$ cat src/rtl/imm_gen_pipe.sv
// rtl/imm_gen_pipe.sv - registered RISC-V immediate generator with skid buffer
module imm_gen_pipe #(
  parameter int XLEN = 64,
  parameter int PC_W = XLEN
) (
  input  logic            clk,
  input  logic            reset,
  input  logic            flush,
  input  logic            in_valid,
  output logic            in_ready,
  input  logic [31:0]     instruction,
  input  logic [PC_W-1:0] pc,
  output logic            out_valid,
  input  logic            out_ready,
  output logic [XLEN-1:0] imm,
  output logic [2:0]      imm_fmt,
  output logic [PC_W-1:0] target,
  output logic [PC_W-1:0] out_pc
);

  localparam logic [2:0] FMT_NONE = 3'd0;
  localparam logic [2:0] FMT_I    = 3'd1;
  localparam logic [2:0] FMT_S    = 3'd2;
  localparam logic [2:0] FMT_B    = 3'd3;
  localparam logic [2:0] FMT_U    = 3'd4;
  localparam logic [2:0] FMT_J    = 3'd5;

  typedef struct packed {
    logic [XLEN-1:0] imm;
    logic [2:0]      fmt;
    logic [PC_W-1:0] target;
    logic [PC_W-1:0] pc;
  } entry_t;

  entry_t dec;
  entry_t or_q;
  entry_t sr_q;
  logic   or_valid;
  logic   sr_valid;

  logic [31:0] imm32;
  logic [63:0] imm_ext;
  logic [2:0]  fmt;
  logic        use_target;
  logic        accept;
  logic        consume;

  // Every format fits in 32 bits, so decode there and sign-extend once.
  always_comb begin
    imm32      = '0;
    fmt        = FMT_NONE;
    use_target = 1'b0;
    case (instruction[6:0])
      7'b0000011, 7'b0010011, 7'b0011011, 7'b1100111: begin
        fmt   = FMT_I;
        imm32 = {{20{instruction[31]}}, instruction[31:20]};
      end
      7'b0100011: begin
        fmt   = FMT_S;
        imm32 = {{20{instruction[31]}}, instruction[31:25], instruction[11:7]};
      end
      7'b1100011: begin
        fmt        = FMT_B;
        use_target = 1'b1;
        imm32      = {{19{instruction[31]}}, instruction[31], instruction[7],
                      instruction[30:25], instruction[11:8], 1'b0};
      end
      7'b0110111: begin
        fmt   = FMT_U;
        imm32 = {instruction[31:12], 12'b0};
      end
      7'b0010111: begin
        fmt        = FMT_U;
        use_target = 1'b1;
        imm32      = {instruction[31:12], 12'b0};
      end
      7'b1101111: begin
        fmt        = FMT_J;
        use_target = 1'b1;
        imm32      = {{11{instruction[31]}}, instruction[31], instruction[19:12],
                      instruction[20], instruction[30:21], 1'b0};
      end
      default: begin
        fmt   = FMT_NONE;
        imm32 = '0;
      end
    endcase
  end

  always_comb begin
    imm_ext    = {{32{imm32[31]}}, imm32};
    dec.imm    = imm_ext[XLEN-1:0];
    dec.fmt    = fmt;
    dec.pc     = pc;
    dec.target = use_target ? (pc + imm_ext[PC_W-1:0]) : '0;
  end

  assign in_ready = !sr_valid;
  assign accept   = in_valid && in_ready;
  assign consume  = or_valid && out_ready;

  always_ff @(posedge clk) begin
    if (reset) begin
      or_valid <= 1'b0;
      sr_valid <= 1'b0;
      or_q     <= '0;
      sr_q     <= '0;
    end else if (flush) begin
      or_valid <= 1'b0;
      sr_valid <= 1'b0;
    end else if (!or_valid || consume) begin
      // SR is older than anything arriving now, so it drains first.
      if (sr_valid) begin
        or_q     <= sr_q;
        or_valid <= 1'b1;
        sr_valid <= accept;
        if (accept) sr_q <= dec;
      end else begin
        or_valid <= accept;
        if (accept) or_q <= dec;
      end
    end else if (accept) begin
      sr_q     <= dec;
      sr_valid <= 1'b1;
    end
  end

  assign out_valid = or_valid;
  assign imm       = or_q.imm;
  assign imm_fmt   = or_q.fmt;
  assign target    = or_q.target;
  assign out_pc    = or_q.pc;

endmodule

$ cat config.mk
export PLATFORM = sky130hd
export DESIGN_NAME = imm_gen_pipe
export DESIGN_NICKNAME = d
export VERILOG_FILES = /design/src/rtl/imm_gen_pipe.sv
export SDC_FILE = /design/constraint.sdc
export NUM_CORES = 1
export LEC_CHECK = 0
export ABC_AREA = 1
export CAP_MARGIN = 5
export CORE_ASPECT_RATIO = 1.4
export CORE_MARGIN = 2
export CORE_UTILIZATION = 35
export CTS_CLUSTER_DIAMETER = 200
export DETAILED_ROUTE_END_ITERATION = 7
export SKIP_LAST_GASP = 1
export SYNTH_ARGS = -nofsm -noshare
export SYNTH_HDL_FRONTEND = slang
export SYNTH_SLANG_ARGS = --single-unit
$ cat constraint.sdc
create_clock -name clk -period 7.75 [get_ports clk]
set_input_delay 1.55 -clock clk [delete_from_list [all_inputs] [get_ports clk]]
set_output_delay 1.55 -clock clk [all_outputs]
set_load 0.01 [all_outputs]
### Cell classes on the final placement

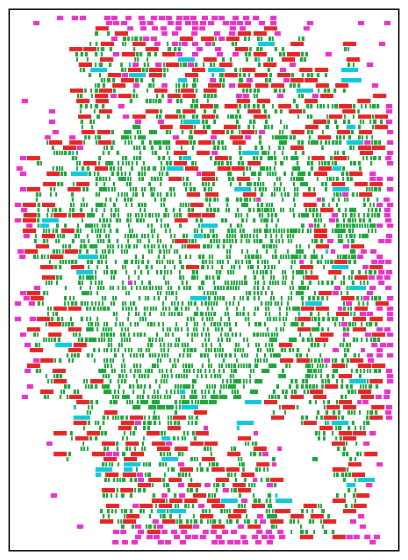
Key: all other logic = green [cells 2,685, share of their area 53%]; clock drivers and dummy loads = cyan [cells 60, share of their area 5.0%]; other buffers and delay cells = magenta [cells 312, share of their area 14%]; flip-flops = red [cells 328, share of their area 29%]
Core Area: 0.0551 mm2
Post-Route Utilization: 0.431
fraction of area in registers: 0.277

### Track usage over the die

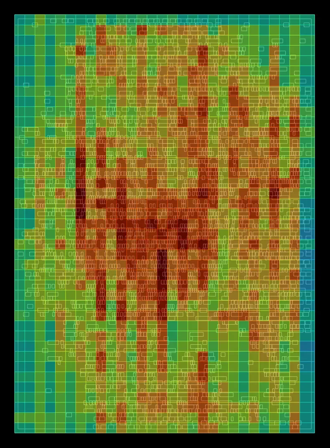
met3 Use GR: 0.0260
M2 GR Usage: 0.444
Wirelength per Cell: 17.2 um
GRT Util Overall: 0.241
GR peak layer: met2

==> results.toml <==
# yosys + openroad results
[pwr]
comb_power_mw = 0.532
power_mw = 4.00
p_switching_mw = 1.07
vdd_ir_drop_max_mv = 0.143
seq-power_mw = 1.75
p_per_area_mw_per_mm2 = 168
pwr-share-seq = 0.438
pwr-share-comb = 0.133

[run_status]
status = "finished clean"

[synthesis]
synth.cellmix.xorXnorShare = 0.00315
synth_area_leader_cell = "dfxtp_1"
postSynthSeqShare = 0.337
ys_sh_aoi = 0.187
yosysChipArea_mm2 = 0.0195
synth_flops = 328
async_flop_share = 0
post_synth.cell_area_avg_um2 = 6.09
top_cell = "nand2_1"
netlist_top_cells_area = "dfxtp_1 34%, nand2_1 19%, inv_1 8.7%, a21oi_1 8.0%, o21ai_0 7.4%"
synthMuxAreaShare = 0
fp_nets = 3359
synthAdderAreaFrac = 0.0415

[worst_hold_path]
hold-path-endpoint = "imm[25]"

[sta]
fin_ws_ns = 2.58
tns_ns = 0
finalMaxSlewViolations = 0
grt_setup_unrepaired = "false"
whs_ns = 0.465
fin_crit_sh = 0.666
setup_viol = 0
hold_violations = 0

[cells_and_area]
syn2layout_area_growth_pct = 22.0
antenna_cells = 0
final_cell_mix = "980 x nand2_1, 450 x inv_1, 327 x dfxtp_1"
largest_reg_flops = 163
fillerInstances = 6035
lay_top_count = "nand2_1"

[place]
port_buffers = 297
dp.cells = 4053
dp_hpwl_um = 53100

[clocking]
cts.sinks = 328
path_clk_slew_ns = 0.06
htree_levels = 2
post_cts_resized = 0
clk_latency_ns = 0.54
cts_buffer_depth = 3

[die]
die_area_mm2 = 0.0575
die_w_um = 203
num_io_pins = 298
fp.dieH_um = 283

[worst_setup_path]
crit_path_frequent_cell = "nand2_1"
worst_path_max_delay_cell = "clkdlybuf4s50_1"
cp_cell_sequence = "clkdlybuf4s50_1 > inv_2 > nor2_1 > nand2_1 > inv_1 > nor2_2 > o21ai_0 > ha_1 > inv_1 > fa_1 > inv_1 > nand2_1 > nor2_1 > nand2_1 > nand3_1 > nand3_1 > nand3_1 > nand2_1 > nand2_1 > nand2_1 > nand3_1 > nand2_1 > nand2_1 > a21oi_1"
critPathKind = "in2reg"
cp-end-kind = "register"
crit_required_ns = 8.12
reg2reg_to = "sr_q[99]"
crit_end = "target[38]"
path_max_fanout = 6
cp.arrival_ns = 5.54

[detailed_routing]
drtIter0Drc = 1037
firstDrtPassIters = 5

[global_routing]
antenna_found_initial = 0
grt_pass1_vias = 18800
grt_pass1_wl_um = 109000
### Signal wires by layer

The bar under the picture is 50 um long.
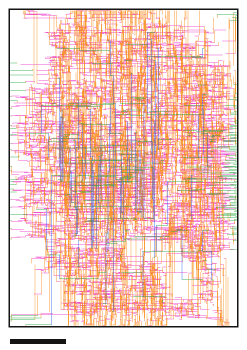
Key: met1 = magenta [wire length 28.3 mm]; met4 = blue [wire length 3,310 um]; met3 = green [wire length 3,010 um]; met2 = orange [wire length 36.2 mm]
drt total wl: 70,900 um
detailed-route via count: 19,900

==> routing by layer <==
layer	wire, um	up-vias
met5	0	-
met3	3010	141
met1	28300	8941
met2	36200	480
met4	3310	0
li1	-	10400
==> worst max-delay path: cells and delay by family <==
family	cells	cell delay (ns)
AND/OR/NAND/NOR	15	1.83
buffers and inverters	5	0.94
adder cells (fa/ha/maj)	2	0.72
AND-OR/OR-AND	2	0.49
==> final cells by class <==
type                            count  area [um2]  share of cell area
Clock buffer                       52        1040              0.0438
Inverter                          460        1750              0.0736
Multi-Input combinational cell   2225       10300               0.434
Timing Repair Buffer              312        3080               0.130
Tap cell                          728         911              0.0384
Clock inverter                      8        97.6             0.00411
Sequential cell                   328        6570               0.277
No activity file was given, so power comes from the tool's default toggle rates.
